The metal 3 layer:
Bar = 20 um.
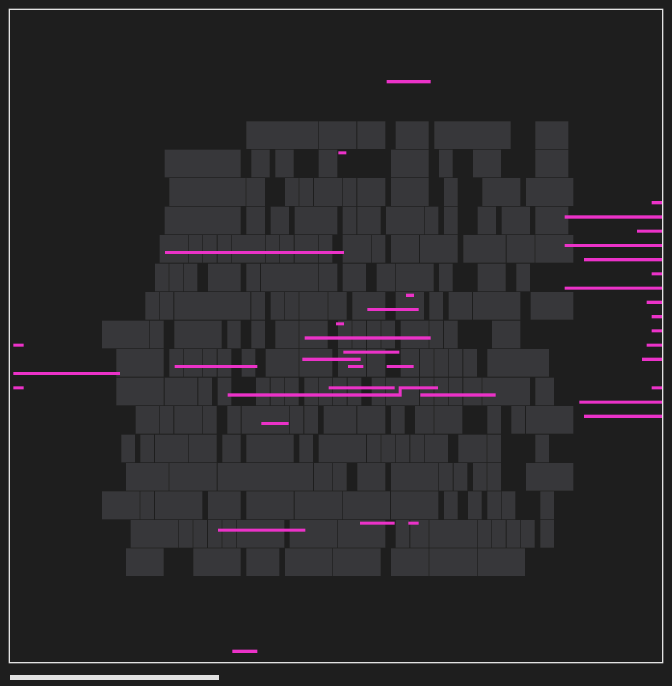
Clock network drawn from the DEF:
Bar = 20 um.
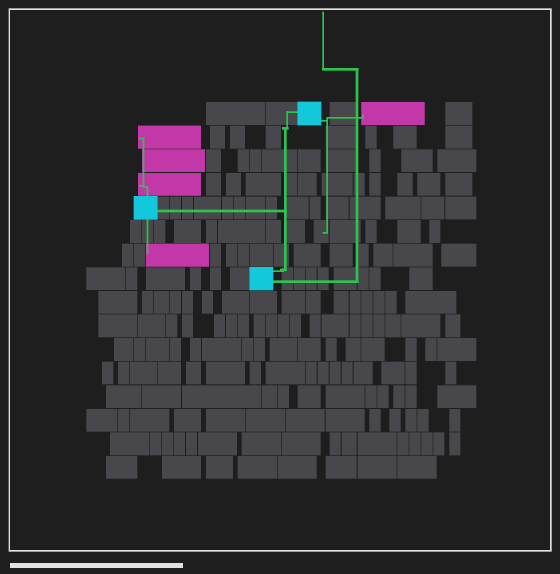
Track usage over the die:
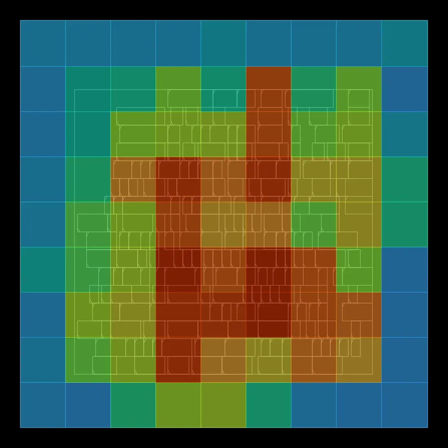
$ cat src/rtl/pipe_ctrl.sv
// ---------------------------------------------------------------------------
// pipe_ctrl -- pipeline sequencer for the 5-stage core.
//
// Produces the enable/clear controls for the F (PC), D and E stage registers.
// Stalls come from load-use hazards (Tuse/Tnew comparison against the E and M
// producers) and from a D-stage MDU instruction meeting a busy MDU. An M-stage
// exception or ERET produces a one-shot D/E/M/W flush with a PC redirect,
// followed by a single RECOVER cycle in which M-stage events are ignored.
//
// Ports
//   clk          clock
//   rst          synchronous reset, active low
//   d_rs_i       D-stage rs address
//   d_rt_i       D-stage rt address
//   d_tuse_rs_i  cycles until D needs rs (3 = not used)
//   d_tuse_rt_i  cycles until D needs rt (3 = not used)
//   e_wa_i       E-stage destination register (0 = none)
//   e_tnew_i     cycles until the E result is ready
//   m_wa_i       M-stage destination register (0 = none)
//   m_tnew_i     cycles until the M result is ready
//   d_md_op_i    D holds mult/div/mfhi/mflo/mthi/mtlo
//   d_eret_i     D holds eret
//   e_md_start_i E starts an MDU op this cycle
//   e_md_div_i   qualifies e_md_start_i: 1 = div, 0 = mult
//   m_exc_i      M-stage exception or interrupt taken
//   m_eret_i     M-stage eret
//   f_en_o       PC write enable
//   d_en_o       D register enable
//   d_clr_o      D register clear
//   e_clr_o      E register bubble insert
//   demw_clr_o   flush D/E/M/W
//   epc_we_o     EPC/cause capture strobe
//   pc_sel_o     0 = seq/branch, 1 = handler, 2 = EPC
//   md_busy_o    MDU busy indicator
// ---------------------------------------------------------------------------
module pipe_ctrl #(
  parameter int unsigned MUL_CYC = 5,
  parameter int unsigned DIV_CYC = 10
) (
  input  logic       clk,
  input  logic       rst,
  input  logic [4:0] d_rs_i,
  input  logic [4:0] d_rt_i,
  input  logic [1:0] d_tuse_rs_i,
  input  logic [1:0] d_tuse_rt_i,
  input  logic [4:0] e_wa_i,
  input  logic [1:0] e_tnew_i,
  input  logic [4:0] m_wa_i,
  input  logic [1:0] m_tnew_i,
  input  logic       d_md_op_i,
  input  logic       d_eret_i,
  input  logic       e_md_start_i,
  input  logic       e_md_div_i,
  input  logic       m_exc_i,
  input  logic       m_eret_i,
  output logic       f_en_o,
  output logic       d_en_o,
  output logic       d_clr_o,
  output logic       e_clr_o,
  output logic       demw_clr_o,
  output logic       epc_we_o,
  output logic [1:0] pc_sel_o,
  output logic       md_busy_o
);

  localparam logic [0:0] ST_RUN     = 1'b0;
  localparam logic [0:0] ST_RECOVER = 1'b1;

  localparam logic [1:0] PC_SEQ     = 2'd0;
  localparam logic [1:0] PC_HANDLER = 2'd1;
  localparam logic [1:0] PC_EPC     = 2'd2;

  logic [0:0] st_q, st_d;
  logic [3:0] cnt_q, cnt_d;

  // -------------------------------------------------------------------------
  // Load-use hazard: one term per D-stage source operand, each checked
  // against both producers still in flight (E and M). Register 0 never
  // creates a dependency.
  // -------------------------------------------------------------------------
  logic [1:0] src_hz;

  for (genvar gi = 0; gi < 2; gi++) begin : g_src
    logic [4:0] addr;
    logic [1:0] tuse;
    assign addr = (gi == 0) ? d_rs_i : d_rt_i;
    assign tuse = (gi == 0) ? d_tuse_rs_i : d_tuse_rt_i;
    assign src_hz[gi] = (addr != 5'd0) &
                        (((addr == e_wa_i) & (tuse < e_tnew_i)) |
                         ((addr == m_wa_i) & (tuse < m_tnew_i)));
  end

  logic hz;
  logic flush;
  logic busy;
  logic stall;

  assign hz    = |src_hz;
  // M-stage events only act in RUN; in RECOVER M holds the flushed bubble.
  assign flush = (st_q == ST_RUN) & (m_exc_i | m_eret_i);
  // A start suppressed by a concurrent flush never reaches the counter, so it
  // must not report busy either.
  assign busy  = (cnt_q != 4'd0) | (e_md_start_i & ~flush);
  assign stall = hz | (d_md_op_i & busy);

  // -------------------------------------------------------------------------
  // Output decode. While reset is asserted the pipeline free-runs with no
  // clears so that reset alone never produces a flush pulse.
  // -------------------------------------------------------------------------
  always_comb begin
    f_en_o     = 1'b1;
    d_en_o     = 1'b1;
    d_clr_o    = 1'b0;
    e_clr_o    = 1'b0;
    demw_clr_o = 1'b0;
    epc_we_o   = 1'b0;
    pc_sel_o   = PC_SEQ;
    md_busy_o  = 1'b0;
    if (rst) begin
      md_busy_o = busy;
      if (flush) begin
        // Flush wins over any stall: the redirected fetch must proceed.
        demw_clr_o = 1'b1;
        epc_we_o   = m_exc_i;
        pc_sel_o   = m_exc_i ? PC_HANDLER : PC_EPC;
      end else if (stall) begin
        f_en_o  = 1'b0;
        d_en_o  = 1'b0;
        e_clr_o = 1'b1;
      end else begin
        // eret has no delay slot: drop whatever was fetched behind it.
        d_clr_o = d_eret_i;
      end
    end
  end

  // -------------------------------------------------------------------------
  // Next state. RECOVER always returns to RUN after one cycle. The MDU
  // counter ignores flushes once running, and ignores a start while busy.
  // -------------------------------------------------------------------------
  always_comb begin
    st_d  = ST_RUN;
    cnt_d = cnt_q;
    if (flush) begin
      st_d = ST_RECOVER;
    end
    if (e_md_start_i & (cnt_q == 4'd0) & ~flush) begin
      cnt_d = e_md_div_i ? DIV_CYC[3:0] : MUL_CYC[3:0];
    end else if (cnt_q != 4'd0) begin
      cnt_d = cnt_q - 4'd1;
    end
  end

  always_ff @(posedge clk) begin
    if (!rst) begin
      st_q  <= ST_RUN;
      cnt_q <= 4'd0;
    end else begin
      st_q  <= st_d;
      cnt_q <= cnt_d;
    end
  end

endmodule

$ cat config.mk
export PLATFORM = sky130hd
export DESIGN_NAME = pipe_ctrl
export DESIGN_NICKNAME = d
export VERILOG_FILES = /design/src/rtl/pipe_ctrl.sv
export SDC_FILE = /design/constraint.sdc
export NUM_CORES = 1
export LEC_CHECK = 0
export ABC_AREA = 1
export CORE_MARGIN = 8
export CORE_UTILIZATION = 38
export CTS_CLUSTER_DIAMETER = 30
export DETAILED_ROUTE_END_ITERATION = 6
export HOLD_SLACK_MARGIN = 0.08
export PLACE_DENSITY = 0.8
export SETUP_SLACK_MARGIN = 0.1
export SLEW_MARGIN = 5
export SYNTH_ARGS = -nofsm -noshare
export SYNTH_HDL_FRONTEND = slang
export SYNTH_SLANG_ARGS = --single-unit
export TNS_END_PERCENT = 1
$ cat constraint.sdc
create_clock -name clk -period 2.4 [get_ports clk]
set_input_delay 0.48 -clock clk [delete_from_list [all_inputs] [get_ports clk]]
set_output_delay 0.48 -clock clk [all_outputs]
set_load 0.02 [all_outputs]
==> changes_impl.md <==
### Implementation results

- Max Used Layer: met4
- Top reg by flops: cnt_q
- Clk buf depth: 2
- End of the worst hold path: st_q
- Clock slew at reported path FFs: roughly 0.05 ns
- Slowest CP cell: clkdlybuf4s50_1
- Number of cells in Yosys stat: 151
- CP bufs+invs: 2
- RSZ-0062 raised after global routing: true
- Dominant kind of cell: logic gates
- Maxcap violations: 0
- Largest net degree at the start of global routing: 6
- Post-Layout Cell Count: about 240
- Synth warnings: 0
- Cells after DPL: 233
- Final setup vio count: 0
- Rows: 16
- Comb. pwr: about 0.5 mW
- Seq pwr share: between 10% and 20%
- DP HPWL: approximately 2400 um
- CP Cell Sequence: clkdlybuf4s50_1 -> o21ai_2 -> nand2_1 -> nor2_1 -> nand2_1 -> nand2_1 -> nand2_1 -> nand3_2 -> nand2_2 -> buf_4
- Tightest Pin Transition: between 0.2 and 0.25 ns
- Async SR Flop Fraction: 0%
- M1 GR Usage: about 17%
- Ant. Diodes: 0
- XOR/XNOR Area Share: 7.54%
- Top cell excl fill/tap: nand2_1
- Status: finished, final reports clean
- Mux frac, synth: 0%
- Max Fclk: 0.439 GHz
- Switching power: about 0.30 mW
- Post-cts gate resize count: 32
- Mapped Avg Cell Area: between 5 and 6 um2
- DIE HEIGHT: approximately 62 um
- Initial antenna violation count: 0
- Synth Seq Share: approximately an eighth
- Worst slack at placement: -0.572 ns
- Yosys Chip Area: roughly 810 um2
- Total power: around 0.73 mW
- Syn nets: roughly 190
- IO buf count: 44
- Non-clk buf share: between 30 and 40%
- First-pass GRT wire length: between 4000 and 5000 um
- PnR worst setup slack: around 0.12 ns
- Fin Hold WS: 0.574 ns
- Htree depth: 1
- Internal Power: about 0.42 mW
- WL met2: between 1500 and 2000 um
- FP Util: 41.0%
- Critical Path Source: d_tuse_rt_i[0]
- Critical path depth in cells: 10
- Tcrit/Tclk final: a little over nine tenths
## Picture notes: 'the metal 3 layer'
The layer carries 178 um of wire. 31 nets have wire on it. The longest straight run is 16.8 um. The wires run mostly horizontal.
Vias: 1,144
total wire length: 3320 um
GR Layer Usage met3: 3.58%

## Picture notes: 'clock network drawn from the DEF'
Key: clock-net drivers = cyan [count 3]; flip-flops = magenta [count 5]; clock wires = green [length 121 um]
There are 4 routed clock nets.
clock latency at the later pin of the worst-skew pair: 0.25 ns
Clk pwr share: 14.0%

## Picture notes: 'track usage over the die'
post-layout util: 76.6%
grt peak-use layer: met2
wire length per cell: 13.9 um
met2 usage: 24.7%
Overall Global Routing Usage: 14.8%

No activity file was given, so power comes from the tool's default toggle rates.
